==> src/rtl/cmos_inverter_cell_if.sv <==
// Signal bundle for one inverter stage: gate drives and clear in, resolved
// output, node flags and event counters out.
//
// Handshake: there is no valid/ready pair. The driver presents gate_p,
// gate_n and clr before each rising clk1 edge, and every edge consumes them.
// All outputs are registered in the cell and hold between edges.
interface cmos_inverter_cell_if #(
  parameter int CNT_W = 16
);
  logic             gate_p;
  logic             gate_n;
  logic             clr;
  logic             out5;
  logic             out_z;
  logic             out_x;
  logic [CNT_W-1:0] rise_cnt;
  logic [CNT_W-1:0] fall_cnt;
  logic [CNT_W-1:0] cont_cnt;

  modport master (
    output gate_p, gate_n, clr,
    input  out5, out_z, out_x, rise_cnt, fall_cnt, cont_cnt
  );

  modport slave (
    input  gate_p, gate_n, clr,
    output out5, out_z, out_x, rise_cnt, fall_cnt, cont_cnt
  );
endinterface

==> src/rtl/cmos_inverter_cell.sv <==
// Clocked behavioural model of one static CMOS inverter stage.
// The pull-up conducts when gate_p is 0 and the pull-down when gate_n is 1.
// The resolved node is registered and can optionally be delayed. The stage
// also counts rise, fall and contention events seen at the reported output.
// Optional feature macro: INV_DELAY_EN. When it is defined, DELAY extra
// register stages sit between resolution and the reported outputs.
module cmos_inverter_cell #(
  parameter int CNT_W = 16,
  parameter int DELAY = 2
) (
  input logic                clk1,
  input logic                rst,
  cmos_inverter_cell_if.slave bus
);

  // Elaboration-time legality checks on the parameters
  if (CNT_W < 4 || CNT_W > 32) begin : g_bad_cnt_w
    $error("cmos_inverter_cell: CNT_W out of range 4..32");
  end
  if (DELAY < 1 || DELAY > 8) begin : g_bad_delay
    $error("cmos_inverter_cell: DELAY out of range 1..8");
  end

  localparam logic [CNT_W-1:0] CNT_MAX = '1;

  logic pu;
  logic pd;
  assign pu = ~bus.gate_p;
  assign pd = bus.gate_n;

  logic out5_q, out5_d;
  logic out_z_q, out_z_d;
  logic out_x_q, out_x_d;

  // Resolve the node: a single conducting switch drives it; when neither or
  // both conduct, the previous level is retained and the matching flag is set
  always_comb begin
    out5_d  = out5_q;
    out_z_d = 1'b0;
    out_x_d = 1'b0;
    case ({pu, pd})
      2'b10:   out5_d  = 1'b1;
      2'b01:   out5_d  = 1'b0;
      2'b00:   out_z_d = 1'b1;
      default: out_x_d = 1'b1;
    endcase
  end

  // Resolution register
  always_ff @(posedge clk1 or posedge rst) begin
    if (rst) begin
      out5_q  <= 1'b0;
      out_z_q <= 1'b0;
      out_x_q <= 1'b0;
    end else begin
      out5_q  <= out5_d;
      out_z_q <= out_z_d;
      out_x_q <= out_x_d;
    end
  end

  // Reported stage: {out5, out_z, out_x} as seen at the block outputs
  logic [2:0] rep;

`ifdef INV_DELAY_EN
  logic [DELAY-1:0][2:0] pipe_q, pipe_d;

  // Shift the resolved triple through DELAY propagation-delay stages
  always_comb begin
    pipe_d    = pipe_q;
    pipe_d[0] = {out5_q, out_z_q, out_x_q};
    for (int i = 1; i < DELAY; i++) begin
      pipe_d[i] = pipe_q[i-1];
    end
  end

  // Delay-line register
  always_ff @(posedge clk1 or posedge rst) begin
    if (rst) begin
      pipe_q <= '0;
    end else begin
      pipe_q <= pipe_d;
    end
  end

  assign rep = pipe_q[DELAY-1];
`else
  assign rep = {out5_q, out_z_q, out_x_q};
`endif

  logic             prev_out5_q, prev_out5_d;
  logic [CNT_W-1:0] rise_cnt_q, rise_cnt_d;
  logic [CNT_W-1:0] fall_cnt_q, fall_cnt_d;
  logic [CNT_W-1:0] cont_cnt_q, cont_cnt_d;

  // Event counters: compare the reported out5 with the value it held one
  // cycle earlier; saturate at all-ones; clr wins over any increment
  always_comb begin
    prev_out5_d = rep[2];
    rise_cnt_d  = rise_cnt_q;
    fall_cnt_d  = fall_cnt_q;
    cont_cnt_d  = cont_cnt_q;
    if (bus.clr) begin
      rise_cnt_d = '0;
      fall_cnt_d = '0;
      cont_cnt_d = '0;
    end else begin
      if (rep[2] && !prev_out5_q && rise_cnt_q != CNT_MAX) begin
        rise_cnt_d = rise_cnt_q + 1'b1;
      end
      if (!rep[2] && prev_out5_q && fall_cnt_q != CNT_MAX) begin
        fall_cnt_d = fall_cnt_q + 1'b1;
      end
      if (rep[0] && cont_cnt_q != CNT_MAX) begin
        cont_cnt_d = cont_cnt_q + 1'b1;
      end
    end
  end

  // Counter and edge-history registers
  always_ff @(posedge clk1 or posedge rst) begin
    if (rst) begin
      prev_out5_q <= 1'b0;
      rise_cnt_q  <= '0;
      fall_cnt_q  <= '0;
      cont_cnt_q  <= '0;
    end else begin
      prev_out5_q <= prev_out5_d;
      rise_cnt_q  <= rise_cnt_d;
      fall_cnt_q  <= fall_cnt_d;
      cont_cnt_q  <= cont_cnt_d;
    end
  end

  assign bus.out5     = rep[2];
  assign bus.out_z    = rep[1];
  assign bus.out_x    = rep[0];
  assign bus.rise_cnt = rise_cnt_q;
  assign bus.fall_cnt = fall_cnt_q;
  assign bus.cont_cnt = cont_cnt_q;

endmodule

==> src/flat_wrapper.sv <==
// flat-port wrapper written by rule: the top's interface ports become plain ports
module cmos_inverter_cell_flat 
#(
  parameter int CNT_W = 16,
  parameter int DELAY = 2
)
  (clk1, rst, bus_gate_p, bus_gate_n, bus_clr, bus_out5, bus_out_z, bus_out_x, bus_rise_cnt, bus_fall_cnt, bus_cont_cnt);
  cmos_inverter_cell_if #(.CNT_W(CNT_W)) bus_i ();
  input logic clk1;
  input logic rst;
  input wire logic [$bits(bus_i.gate_p)-1:0] bus_gate_p;
  input wire logic [$bits(bus_i.gate_n)-1:0] bus_gate_n;
  input wire logic [$bits(bus_i.clr)-1:0] bus_clr;
  output wire logic [$bits(bus_i.out5)-1:0] bus_out5;
  output wire logic [$bits(bus_i.out_z)-1:0] bus_out_z;
  output wire logic [$bits(bus_i.out_x)-1:0] bus_out_x;
  output wire logic [$bits(bus_i.rise_cnt)-1:0] bus_rise_cnt;
  output wire logic [$bits(bus_i.fall_cnt)-1:0] bus_fall_cnt;
  output wire logic [$bits(bus_i.cont_cnt)-1:0] bus_cont_cnt;
  assign bus_i.gate_p = bus_gate_p;
  assign bus_i.gate_n = bus_gate_n;
  assign bus_i.clr = bus_clr;
  assign bus_out5 = bus_i.out5;
  assign bus_out_z = bus_i.out_z;
  assign bus_out_x = bus_i.out_x;
  assign bus_rise_cnt = bus_i.rise_cnt;
  assign bus_fall_cnt = bus_i.fall_cnt;
  assign bus_cont_cnt = bus_i.cont_cnt;
  cmos_inverter_cell #(.CNT_W(CNT_W), .DELAY(DELAY)) u_core (.clk1(clk1), .rst(rst), .bus(bus_i));
endmodule
==> config.mk <==
export PLATFORM = sky130hd
export DESIGN_NAME = cmos_inverter_cell_flat
export DESIGN_NICKNAME = d
export VERILOG_FILES = /design/src/rtl/cmos_inverter_cell_if.sv /design/src/rtl/cmos_inverter_cell.sv /design/src/flat_wrapper.sv
export SDC_FILE = /design/constraint.sdc
export NUM_CORES = 1
export LEC_CHECK = 0
export CORE_MARGIN = 10
export CORE_UTILIZATION = 47
export DETAILED_ROUTE_END_ITERATION = 7
export GPL_TIMING_DRIVEN = 0
export PLACE_DENSITY = 0.76
export SYNTH_ARGS = -nofsm -noshare
export SYNTH_HDL_FRONTEND = slang
export SYNTH_SLANG_ARGS = --single-unit
==> constraint.sdc <==
create_clock -name clk1 -period 2 [get_ports clk1]
set_input_delay 0.3 -clock clk1 [delete_from_list [all_inputs] [get_ports clk1]]
set_output_delay 0.3 -clock clk1 [all_outputs]
set_load 0.05 [all_outputs]
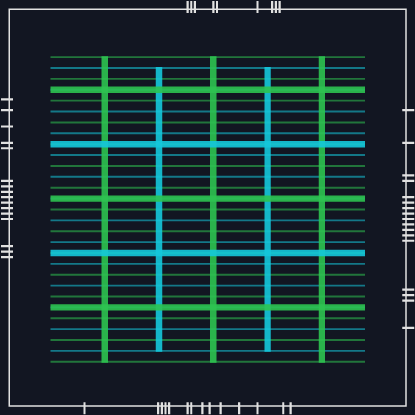
(PDN straps and rails)
Drawn at 4 px/µm. Pins as bars on the die edge.
colour	net
green	VSS
cyan	VDD
met1 rails	29
rows	28
met4 straps	5
met5 straps	5
signal pins	56
die width: 98.8 µm
Peak VDD IR: 0.430 mV
Die Y: 98.8 µm
core footprint: 5990 µm²

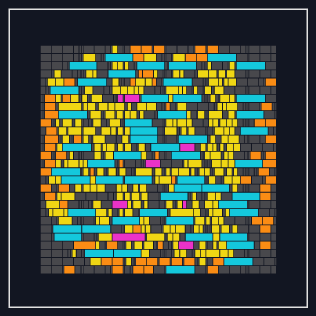
(placement by cell class)
Drawn at 3 px/µm. Fill, decap, tap and diode cells in grey.
colour	class	cells	share of their area
cyan	flip-flops	52	36%
orange	other buffers and delay cells	69	17%
magenta	clock drivers and dummy loads	8	2.9%
yellow	all other logic	245	44%

==> reports/summary.txt <==
Status - finished, final reports clean
Critical path, cell by cell - clkdlybuf4s50_1
YS chip area - 2920 µm²
Root buffer cell - clkbuf_8
Adder Area Share - 2.57%
Mean Syn Cell Area - 9.48 µm²
Max Fclk - 513 MHz
Unique cell type count in the Yosys netlist - 47
Syn_nets - 319
DRT met1 WL - 3310 µm
Pwr dens - 544 nW/µm²
Post-DP HPWL - 5490 µm
Detail Route Antenna Nets - 0
Final hold vios - 0
Worst r2r src - u_core.prev_out5_q
Row count - 28
CP max stage cell - clkdlybuf4s50_1
Total grt overflow - 0
Largest net degree at the start of global routing - 43
Critical Path RT - 1700 ps
Worst Path Max Fanout - 8
Fillers - 511
Synth mux share - 4.20%
Final setup fails - 0
I/O pin count - 56
CTS H-tree lvls - 2
First-pass GRT wire length - 12300 µm
Hold Path Class - input port to async pin
Vias - 2716
Router iterations before antenna repair - 7
CTS tree - done
Reg clk slew, reported paths - 100 ps
Clock Tree Buf Depth - 2
GP Congestion - 0.813
Pre-CTS setup slack - -149 ps
Leak pwr - 1.48 nW
Reg-to-reg endpoint - u_core.bus.rise_cnt[13]
Post-synth EDFFs - 0
Psw - 0.000537 W
DRC - 0
Vias in the first global route - 2550
Placed cells - 439
Top cell excl fill/tap - clkdlybuf4s50_1
Tool warnings - 30
GRT Util Overall - 15.0%
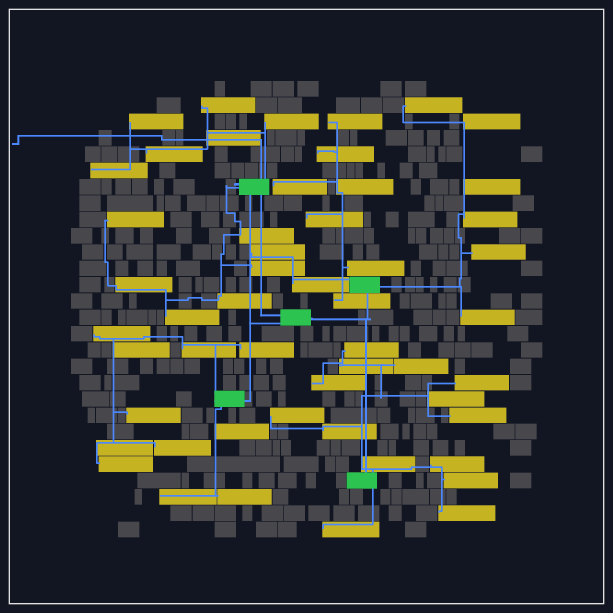
(routed clock nets over the placement)
Drawn at 6 px/µm.
[blue] clock wires | length: 684 µm
[green] cells driving clock nets | count: 5
[yellow] flip-flops | count: 52
routed clock nets	6
Clk pwr share: 35.8%
clock-net power: 0.000735 W
clock skew: 8.94 ps
clk_lat worst skew: 310 ps

-- worst max path at each step --
stage | start | slack [ps] | cells past startpoint | endpoint
floorplan | u_core.bus.rise_cnt[0] | -70 | 6 | u_core.bus.rise_cnt[6]
global placement | rst | -780 | 2 | u_core.bus.cont_cnt[14]
detailed placement | u_core.bus.rise_cnt[0] | -150 | 6 | u_core.bus.rise_cnt[6]
CTS | u_core.bus.rise_cnt[15] | 30 | 1 | bus_rise_cnt[15]
global route | u_core.bus.cont_cnt[0] | -9 | 5 | u_core.bus.cont_cnt[12]
finish | u_core.bus.fall_cnt[3] | 50 | 1 | bus_fall_cnt[3]
-- cells by family after synthesis --
logic type	after synthesis
fa+ha+maj	6
flops	52
compound gates	68
buf+inv	24
simple gates	145
xor+xnor	2
mux	11
-- synthesized netlist by cell type, types with 4 or more instances --
master	count	share of area [%]
ha_1	6	2.6
dfrtp_1	52	45
o41ai_1	4	1.2
nor2_1	21	2.7
nor3_1	12	2.1
nand4_1	13	2.8
and4_1	10	3.0
o21ai_0	10	1.7
nor2b_1	8	1.7
o31ai_1	12	3.1
a21oi_1	27	4.6
clkbuf_1	6	0.77
mux2_2	6	2.3
or3_1	8	1.7
nand3_1	13	2.2
nand2_1	17	2.2
a31oi_1	6	1.3
and3_1	7	1.5
or4_1	13	3.3
mux2i_1	4	1.4
inv_1	13	1.7
nor4_1	7	1.5
-- through the flow --
stage	hold WS, ps	util [%]
floorplan	447	-
global placement	440	60.0
detailed placement	447	60.3
CTS	239	62.7
global route	253	63.1
finish	229	63.1
-- worst reg2reg max path, cell delays in order, from the launching register on --
cell and delay, ps:
dfrtp_1 410, nand2b_1 200, or4_1 580, nor3_1 270, mux2_2 360
-- power groups by stage --
stage | clock (W) | combinational (W) | sequential, W
after floorplan | 0 | 0.0000933 | 0.00116
after detailed placement | 0 | 0.000224 | 0.00111
final | 0.000735 | 0.000229 | 0.00109
after CTS | 0.000740 | 0.000233 | 0.00109
after global routing | 0.000788 | 0.000251 | 0.00109
after global placement | 0 | 0.000215 | 0.00111
-- metal layers --
| layer | global-route usage (%) | vias to the layer above |
|---|---|---|
| met1 | 17.8 | 1316 |
| met2 | 25.1 | 70 |
| met5 | 0 | - |
| met3 | 4.54 | 9 |
| met4 | 5.40 | 0 |
| li1 | - | 1321 |
-- sequential cells by signal, summed over array words and instances, names as in the netlist --
| register | cells |
|---|---|
| u_core.bus.rise_cnt | 16 |
| u_core.bus.out_x | 1 |
| u_core.bus.fall_cnt | 16 |
| u_core.bus.out_z | 1 |
| u_core.prev_out5_q | 1 |
| u_core.bus.cont_cnt | 16 |
| u_core.bus.out5 | 1 |
-- layout make-up --
cell class	count	share of cell area, %
plain buffers	11	1.36
clock buffers	6	1.92
clock inverters	2	0.927
inverters	13	1.29
multi-input cells	232	41.2
flip-flops and latches	52	35.2
well taps	75	2.48
repair buffers	58	15.7
-- what timing repair did --
action,CTS,global route
setup buffers,2,0
endpoints found under the setup margin,2,6
pin swaps,0,1
resized,5,6
Power is estimated from default activity; no workload was simulated.
